Figure 1. Wires at chosen ports, followed through buffers (run 1).
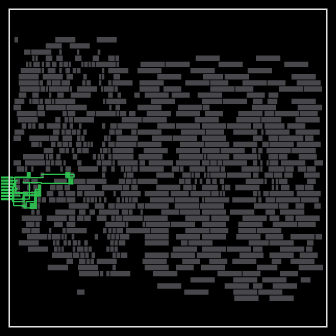
Figure 2. Placement density heat map (run 1).
14 x 14 tiles, from black (low) to pale yellow (high), 0 to 100% covered.
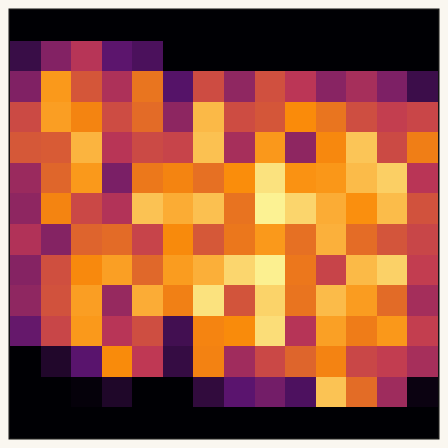
Figure 3. Logic cells by family (run 1).
Scale bar: 50 um.
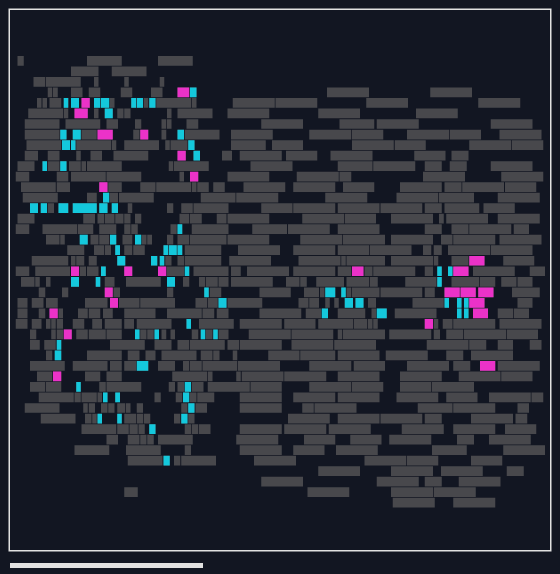
===== src/rtl/uart_frame_pkg.sv =====
// Shared constants for the UART frame controller: state encoding, error codes,
// default sync marker.
package uart_frame_pkg;
  localparam int         DATA_W       = 8;
  localparam logic [7:0] SYNC_DEFAULT = 8'hA5;

  typedef logic [2:0] state_t;
  localparam state_t ST_IDLE  = 3'd0;
  localparam state_t ST_ADDR  = 3'd1;
  localparam state_t ST_LEN   = 3'd2;
  localparam state_t ST_DATA  = 3'd3;
  localparam state_t ST_CHK   = 3'd4;
  localparam state_t ST_WRITE = 3'd5;
  localparam state_t ST_ERR   = 3'd6;

  localparam logic [1:0] ERR_NONE = 2'b00;
  localparam logic [1:0] ERR_CHK  = 2'b01;
  localparam logic [1:0] ERR_LEN  = 2'b10;
  localparam logic [1:0] ERR_TMO  = 2'b11;
endpackage


===== src/rtl/uart_frame_buf.sv =====
// Payload buffer: written one byte per accept while collecting DATA, read back
// combinationally during WRITE so reg_data lines up with reg_we.
module uart_frame_buf
  import uart_frame_pkg::*;
#(
  parameter int DEPTH = 16,
  parameter int AW    = $clog2(DEPTH)
) (
  input  logic              clk_Rx,
  input  logic              we,
  input  logic [AW-1:0]     addr,
  input  logic [DATA_W-1:0] wdata,
  output logic [DATA_W-1:0] rdata
);
  logic [DATA_W-1:0] mem [DEPTH];

  always_ff @(posedge clk_Rx)
    if (we) mem[addr] <= wdata;

  assign rdata = mem[addr];
endmodule


===== src/rtl/uart_frame_ctrl.sv =====
// Turns the UART Rx byte stream into framed register writes:
// SYNC, ADDR, LEN, DATA[LEN], CHK (xor of ADDR..DATA), then LEN back-to-back writes.
module uart_frame_ctrl
  import uart_frame_pkg::*;
#(
  parameter logic [7:0] SYNC_BYTE   = SYNC_DEFAULT,
  parameter int         MAX_LEN     = 16,
  parameter int         TIMEOUT_CYC = 200000
) (
  input  logic       clk_Rx,
  input  logic       rst_n,
  input  logic [7:0] byte_in,
  input  logic       byte_rdy,
  output logic       reg_we,
  output logic [7:0] reg_addr,
  output logic [7:0] reg_data,
  output logic       busy,
  output logic       frame_ok,
  output logic       frame_err,
  output logic [1:0] err_code
);
  localparam int         IW       = $clog2(MAX_LEN);
  localparam int         TW       = $clog2(TIMEOUT_CYC + 1);
  localparam logic [7:0] MAX_LEN8 = 8'(MAX_LEN);

  state_t          state, state_nx;
  logic [1:0]      err_nx;
  logic            rdy_q, accept, in_frame, tmo_hit, len_bad;
  logic [IW-1:0]   idx, len_m1;
  logic [7:0]      base, chk, buf_rdata;
  logic [TW-1:0]   tmo_cnt;

  // rdy_q resets high so a level already asserted at reset release is not an edge
  always_ff @(posedge clk_Rx or negedge rst_n)
    if (!rst_n) rdy_q <= 1'b1;
    else        rdy_q <= byte_rdy;

  assign accept   = byte_rdy & ~rdy_q;
  assign in_frame = (state == ST_ADDR) || (state == ST_LEN) ||
                    (state == ST_DATA) || (state == ST_CHK);
  assign tmo_hit  = in_frame && (tmo_cnt == TW'(TIMEOUT_CYC - 1));
  assign len_bad  = (byte_in == 8'd0) || (byte_in > MAX_LEN8);

  always_ff @(posedge clk_Rx or negedge rst_n)
    if (!rst_n)                   tmo_cnt <= '0;
    else if (accept || !in_frame) tmo_cnt <= '0;
    else                          tmo_cnt <= tmo_cnt + TW'(1);

  always_ff @(posedge clk_Rx or negedge rst_n)
    if (!rst_n) state <= ST_IDLE;
    else        state <= state_nx;

  always_comb begin
    state_nx = state;
    err_nx   = err_code;
    case (state)
      ST_IDLE:  if (accept && byte_in == SYNC_BYTE) state_nx = ST_ADDR;
      ST_ADDR:  if (accept) state_nx = ST_LEN;
      ST_LEN:   if (accept) begin
                  if (len_bad) begin state_nx = ST_ERR; err_nx = ERR_LEN; end
                  else state_nx = ST_DATA;
                end
      ST_DATA:  if (accept && idx == len_m1) state_nx = ST_CHK;
      ST_CHK:   if (accept) begin
                  if (byte_in == chk) state_nx = ST_WRITE;
                  else begin state_nx = ST_ERR; err_nx = ERR_CHK; end
                end
      ST_WRITE: if (idx == len_m1) state_nx = ST_IDLE;
      default:  state_nx = ST_IDLE;
    endcase
    // an accept in the same cycle as the limit keeps the frame alive
    if (tmo_hit && !accept) begin
      state_nx = ST_ERR;
      err_nx   = ERR_TMO;
    end
  end

  always_ff @(posedge clk_Rx or negedge rst_n)
    if (!rst_n) begin
      idx      <= '0;
      len_m1   <= '0;
      base     <= '0;
      chk      <= '0;
      frame_ok <= 1'b0;
      err_code <= ERR_NONE;
    end else begin
      frame_ok <= (state == ST_WRITE) && (idx == len_m1);
      err_code <= err_nx;
      case (state)
        ST_ADDR:  if (accept) begin base <= byte_in; chk <= byte_in; end
        ST_LEN:   if (accept) begin
                    len_m1 <= IW'(byte_in - 8'd1);
                    chk    <= chk ^ byte_in;
                    idx    <= '0;
                  end
        ST_DATA:  if (accept) begin chk <= chk ^ byte_in; idx <= idx + IW'(1); end
        ST_CHK:   if (accept) idx <= '0;
        ST_WRITE: idx <= idx + IW'(1);
        default:  ;
      endcase
    end

  uart_frame_buf #(.DEPTH(MAX_LEN)) u_buf (
    .clk_Rx (clk_Rx),
    .we     ((state == ST_DATA) && accept),
    .addr   (idx),
    .wdata  (byte_in),
    .rdata  (buf_rdata)
  );

  always_comb begin
    reg_we    = 1'b0;
    reg_addr  = 8'h00;
    reg_data  = 8'h00;
    frame_err = (state == ST_ERR);
    busy      = (state != ST_IDLE);
    if (state == ST_WRITE) begin
      reg_we   = 1'b1;
      reg_addr = base + 8'(idx);
      reg_data = buf_rdata;
    end
  end
endmodule


===== config.mk =====
export PLATFORM = sky130hd
export DESIGN_NAME = uart_frame_ctrl
export DESIGN_NICKNAME = d
export VERILOG_FILES = /design/src/rtl/uart_frame_pkg.sv /design/src/rtl/uart_frame_buf.sv /design/src/rtl/uart_frame_ctrl.sv
export SDC_FILE = /design/constraint.sdc
export NUM_CORES = 1
export LEC_CHECK = 0
export CORE_MARGIN = 1
export CORE_UTILIZATION = 41
export CTS_CLUSTER_SIZE = 30
export DETAILED_ROUTE_END_ITERATION = 8
export GPL_TIMING_DRIVEN = 0
export PLACE_DENSITY = 0.65
export SLEW_MARGIN = 20
export SYNTH_ARGS = -nofsm -noshare
export SYNTH_HDL_FRONTEND = slang
export SYNTH_HIERARCHICAL = 1
export SYNTH_SLANG_ARGS = --single-unit

===== constraint.sdc =====
create_clock -name clk_Rx -period 3.1 [get_ports clk_Rx]
set_input_delay 0.93 -clock clk_Rx [delete_from_list [all_inputs] [get_ports clk_Rx]]
set_output_delay 0.93 -clock clk_Rx [all_outputs]
set_load 0.02 [all_outputs]

==> results.yml, run 1 <==
# yosys + openroad results
run_status:
  status: "finished with violations"
  violations: "negative setup slack"
global_route:
  use_met1: 0.244
  grt_pass1_wl_um: 26700
  grtUsageMet2: 0.294
  grt_overflow: 0
  grt_pass1_vias: 4844
  antenna_found_initial: 0
  grt_usage: 0.184
  gr-usage-met3: 0.0506
  grt_start_max_net_pins: 29
  grt-busiest-layer: "met2"
logic_synthesis:
  topCombFamilyByArea: "simple AND/OR/NAND/NOR gates"
  topCellsByArea: "edfxtp_1 49%, dfrtp_1 15%, mux4_2 9.3%"
  aoi_share: 0.0606
  fp_nets: 557
  adder_share: 0.0171
  ys_cells: 536
  top_cells_by_count: "128 x edfxtp_1, 48 x dfrtp_1, 41 x nor2_1, 34 x nand2_1, 32 x mux4_2"
  ys_types: 52
  ys_sh_simple: 0.109
  edf_count: 128
  synthArstFlopShare: 0.277
  synth_cells: 536
  yosys.area.top_type: "edfxtp_1"
  synth_area_um2: 7770
  synth.most_common_cell: "edfxtp_1"
  synth.avg_cell_area_um2: 14.5
  ff_type: "edfxtp_1"
  yosys_warnings: 6
  yosysTopAreaCellShare: 0.495
  xor_share: 0.0383
  synth_seq_share: 0.653
  synth-area-yosys_um2: 7770
  ys_sh_mux: 0.101
place:
  post-place-ws_ns: -0.690
  place_congestion: 0.824
  place_area_um2: 8410
  dp_cells: 798
  place_hpwl_um: 10800
power:
  p_clk_frac: 0.277
  powerDensity_nw_per_um2: 860
  leakage_uw: 0.00339
  combPwrFrac: 0.354
  top_power_group: "registers"
  clk-power_uw: 2240
  p_sw_frac: 0.330
  ir_drop_v: 0.000473
  intPower_uw: 5410
  seq_power_uw: 2980
  seqPwrFrac: 0.369
  power_switching_uw: 2670
  fin_total_pwr_uw: 8080
  comb_power_uw: 2860
cells_and_area:
  logic_area_um2: 2730
  postLayoutCellArea_um2: 9400
  clock_buffers: 17
  seq_cells: 177
  diodes: 0
  fill_cells: 1527
  non_clock_buffer_count: 69
  final-nonclk-buf-share: 0.0693
  clk_share: 0.0659
  n_all_inverters: 9
  dominant_cells: "sequential cells"
  ff_latch_area_um2: 5080
  seq_area_frac: 0.540
  area_growth_pct: 21.0
  nets: 621
  drive_above_1_share: 0.274
  logic_gate_count: 326
critical_path:
  cp.arrival_ns: 2.33
  crit_path_end_kind: "output port"
  start_kind: "register"
  worstPathMaxFanout: 6
  crit_type: "reg2out"
  crit_required_ns: 2.17
sta:
  slew_headroom: 0.321
  skew_ns: 0.0117
  rsz0062_at_grt: "true"
  setup_viol_count_final: 10
  hold_violations: 0
  period_used_share: 1.05
  finalMaxSlewViolations: 0
  worstMarginPinSlew_ns: 1.02
  setup_ws_ns: -0.157
  fin_hold_ws_ns: 0.481
  setup_tns_ns: -1.17
  fin_crit_ns: 3.26
  fmax_mhz: 307
clock_network:
  htree_levels: 4
  clock-sinks: 177
  numCtsBuffers: 17
  postCtsSetupRepairBufs: 10
  cts.clk_slew.worst_paths_ns: 0.07
  cts_root_buf: "clkbuf_16"
  hold_buffers: 0
  cts_tree: "done"
  insertion_delay_ns: 0.43
  cts_resized: 123
  clock_path_buffers: 2
job:
  warnings: 29
  max_cap_violations: 0
routing:
  wl_per_cell_um: 20.0
  dr.pass1.iters: 4
  viasPerCell: 5.52
  wl_met3_um: 994
  wl_um: 16800
  highest_layer: "met4"
  antenna_left: 0
  met1_length_um: 7460
  drtIter0Drc: 271
  drcViolationCount: 0
  num_vias: 4649
floorplanning:
  die_h_um: 140
  rows: 49
  dieArea_um2: 19500
  tap_cells: 229
min_path:
  hp-class: "in2async"
## Picture notes: Figure 1
Key: green = `reg_addr` [direction output, end cells 8, buffers 8, wire 180 um]
IO buf count: 32
io pins: 33

## Picture notes: Figure 2
22% of the tiles are nearly empty. The fullest tile reaches 97%. 21% of the tiles are over 75% full. The mean over all tiles is 47%.
Core Util at FP: 0.425
final core occ: 0.515
core area: 18300 um^2

## Picture notes: Figure 3
Key: magenta = and/or cells [cells 26]; cyan = nand cells [cells 76]
Comb/total area: 0.291
Cell Count, Final, Fillers Out: 842
dominant logic cell type in the layout: edfxtp_1

==> run 1: cells in the final DEF, fill, tap and decap left out, types with 3 or more instances in the layout <==
cell type / instances
a21o_1: 4
a21oi_1: 22
a22oi_2: 15
and3_1: 6
and3_4: 8
buf_12: 6
buf_2: 7
buf_4: 13
buf_6: 13
bufinv_16: 3
clkbuf_1: 7
clkbuf_16: 17
clkdlybuf4s50_1: 8
dfrtp_1: 44
dfrtp_2: 4
dlygate4sd2_1: 6
dlymetal6s2s_1: 3
edfxtp_1: 128
ha_1: 7
inv_1: 8
inv_6: 6
mux2_2: 6
mux4_2: 32
nand2_1: 33
nand2b_1: 6
nand3_1: 23
nand3b_1: 3
nand4_1: 7
nor2_1: 37
nor2_2: 5
nor2b_1: 5
nor3_1: 5
nor3_2: 3
o21ai_0: 23
or3_1: 4
xnor2_1: 13
xor2_1: 21
==> run 1: path summary, 6_finish.rpt <==
| kind | slack, ns | startpoint | depth (start not counted) | to |
|---|---|---|---|---|
| max | -0.16 | idx[0] | 7 | reg_data[4] |
| min | 0.48 | rst_n | 1 | tmo_cnt[7] |
| max reg2reg | 0.52 | state[2] | 5 | u_buf/mem[3][7] |
| min reg2reg | 0.51 | len_m1[3] | 2 | len_m1[3] |
| max in group asynchronous | 2.07 | rst_n | 2 | idx[2] |
| min in group clk_Rx | 0.51 | len_m1[3] | 2 | len_m1[3] |
==> run 1: state kept, by name, indices dropped and copies added (netlist names) <==
name       cells
idx            4
u_buf/mem    128
base           8
state          3
rdy_q          1
tmo_cnt       18
err_code       2
len_m1         4
frame_ok       1
chk            8
==> run 1: critical path: stages, from the launching register on <==
cell	delay, ns
dfrtp_2	0.49
buf_12	0.18
buf_12	0.13
mux4_2	0.55
a22oi_2	0.15
nand2_1	0.09
and3_4	0.18
buf_6	0.12
Figure 4. Signal wires on met3 (run 1).
Scale bar: 50 um.
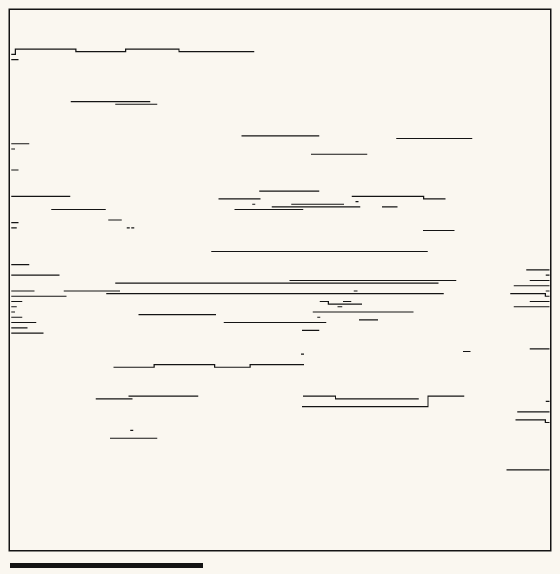

==> run 2, diff against run 1 <==
Settings changed: SLEW_MARGIN 20 to default.
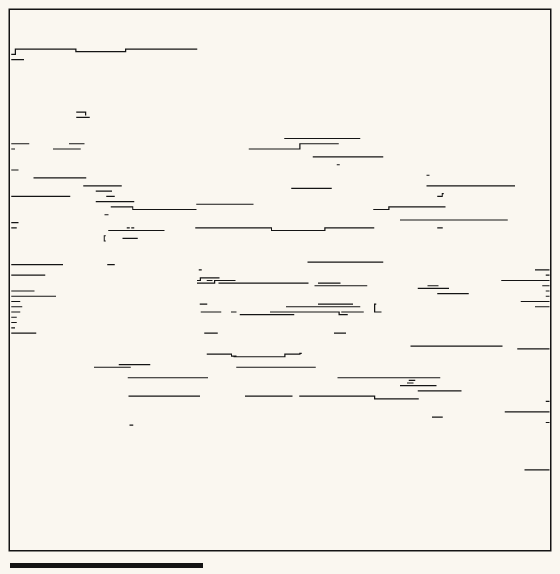
Figure 5: run 2, signal wires on met3.
Scale bar: 50 um.
The wires run mostly horizontal. The layer carries 899 um of wire. 75 nets have wire on it. The longest straight run is 27.6 um. The layer holds 5.3% of the routed length.
final WL: 16900 um
met3 usage: 0.0451

==> results.yml, run 2 <==
# yosys + openroad results
run_status:
  status: "finished with violations"
  violations: "negative setup slack"
floorplanning:
  tap_cells: 229
  ioPinCount: 33
  die_h_um: 140
cells_and_area:
  final-nonclk-buf-share: 0.0729
  dominant_cells: "sequential cells"
  logic_gate_count: 326
  logic_area_um2: 2700
  final_cell_mix: "128 x edfxtp_1, 44 x dfrtp_1, 38 x nor2_1"
  clk_share: 0.0644
  non_clock_buffer_count: 77
  area_growth_pct: 20.9
  drive_above_1_share: 0.272
  largest_registers: "u_buf/mem x128, tmo_cnt x18"
  top_register: "u_buf/mem"
  diodes: 0
  largest_reg_flops: 128
  ff_latch_area_um2: 5080
  nets: 629
  fill_cells: 1548
  n_all_inverters: 9
power:
  leakage_uw: 0.00342
  ir_drop_v: 0.000542
  fin_total_pwr_uw: 8080
global_route:
  grt_pass1_vias: 4759
  grt_overflow: 0
  grt_start_max_net_pins: 29
logic_synthesis:
  synth.avg_cell_area_um2: 14.5
  synth_seq_share: 0.653
  ys_cells: 536
  ys_types: 52
  synth-area-yosys_um2: 7770
  edf_count: 128
  topCellsByArea: "edfxtp_1 49%, dfrtp_1 15%, mux4_2 9.3%"
  top_cells_by_count: "128 x edfxtp_1, 48 x dfrtp_1, 41 x nor2_1, 34 x nand2_1, 32 x mux4_2"
  synth.most_common_cell: "edfxtp_1"
routing:
  num_vias: 4813
  antenna_left: 0
  viasPerCell: 5.66
  wl_per_cell_um: 19.9
critical_path:
  worstPathCellList: "buf_12, buf_12, buf_12, mux4_2, a22oi_2, nand2_1, and3_1, buf_2"
  cp.arrival_ns: 2.40
  crit_path_top_delay_cell: "mux4_2"
  worst-path-buf-inv: 4
  worstPathMaxFanout: 5
clock_network:
  hold_buffers: 0
  cts_root_buf: "clkbuf_16"
  numCtsBuffers: 17
  clock-sinks: 177
sta:
  setup_ws_ns: -0.229
  setup_viol_count_final: 11
  worstMarginPinSlew_ns: 0.994
  setup_tns_ns: -1.92
  rsz0062_at_grt: "true"
  fmax_mhz: 300
  period_used_share: 1.07
  slew_headroom: 0.336
  skew_ns: 0.0134
min_path:
  hp-class: "in2async"
place:
  place_hpwl_um: 10900
job:
  warnings: 29
  max_cap_violations: 0
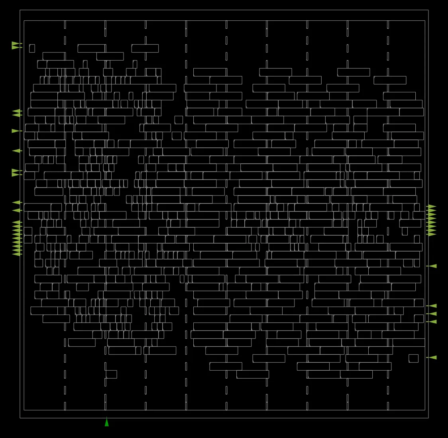
Figure 6: run 2, cell outlines without signal wires.
register share of the cell area: 0.541
cell row count: 49

## run 2: layer usage
metal,GRT usage,vias to the layer above,share of wire
met4,0.0578,0,0.018
li1,-,2180,-
met1,0.241,2453,0.45
met2,0.289,154,0.48
met5,0,-,0
met3,0.0451,26,0.053
## run 2: cell families after synthesis
group | synth area share
flip-flops | 0.653
AND/OR/NAND/NOR | 0.109
AND-OR/OR-AND | 0.0606
multiplexers | 0.101
XOR/XNOR | 0.0383
buffers and inverters | 0.0208
adder cells (fa/ha/maj) | 0.0171
## run 2: power by group
| group | internal [uW] | switching, uW |
|---|---|---|
| combinational | 1410 | 1530 |
| sequential | 2760 | 222 |
| clock | 1210 | 940 |
| total | 5390 | 2690 |
## run 2: worst paths after layout
path	startpoint	to	cells after the start	slack, ns
worst max register to register	state[2]	u_buf/mem[3][7]	5	0.52
worst min-delay path	rst_n	tmo_cnt[9]	1	0.48
min in group clk_Rx	len_m1[1]	len_m1[1]	2	0.51
worst max-delay path	idx[0]	reg_data[3]	8	-0.23
worst min register to register	len_m1[1]	len_m1[1]	2	0.51
max in group asynchronous	rst_n	idx[2]	2	2.08
## run 2: per-stage QoR
step / area (um^2) / instances / setup WS (ns) / utilization / hold slack [ns]
6_report: 9390 / 850 / -0.229 / 0.514 / 0.475
5_1_grt: 9390 / 850 / -0.329 / 0.514 / 0.499
4_1_cts: 9170 / 840 / -0.381 / 0.502 / 0.479
3_5_place_dp: 8390 / 798 / -0.877 / 0.459 / 0.494
3_3_place_gp: 8370 / 797 / -0.835 / 0.458 / 0.482
2_1_floorplan: 7770 / 536 / 0.239 / - / 0.454
## run 2: what timing repair did
action	in CTS	in global routing
buffers inserted	10	9
gates resized	78	56
cloned	0	1
pin swaps	3	11
setup endpoints to repair	62	61
Power figures rest on the tool's default switching activity, not on a simulated workload.
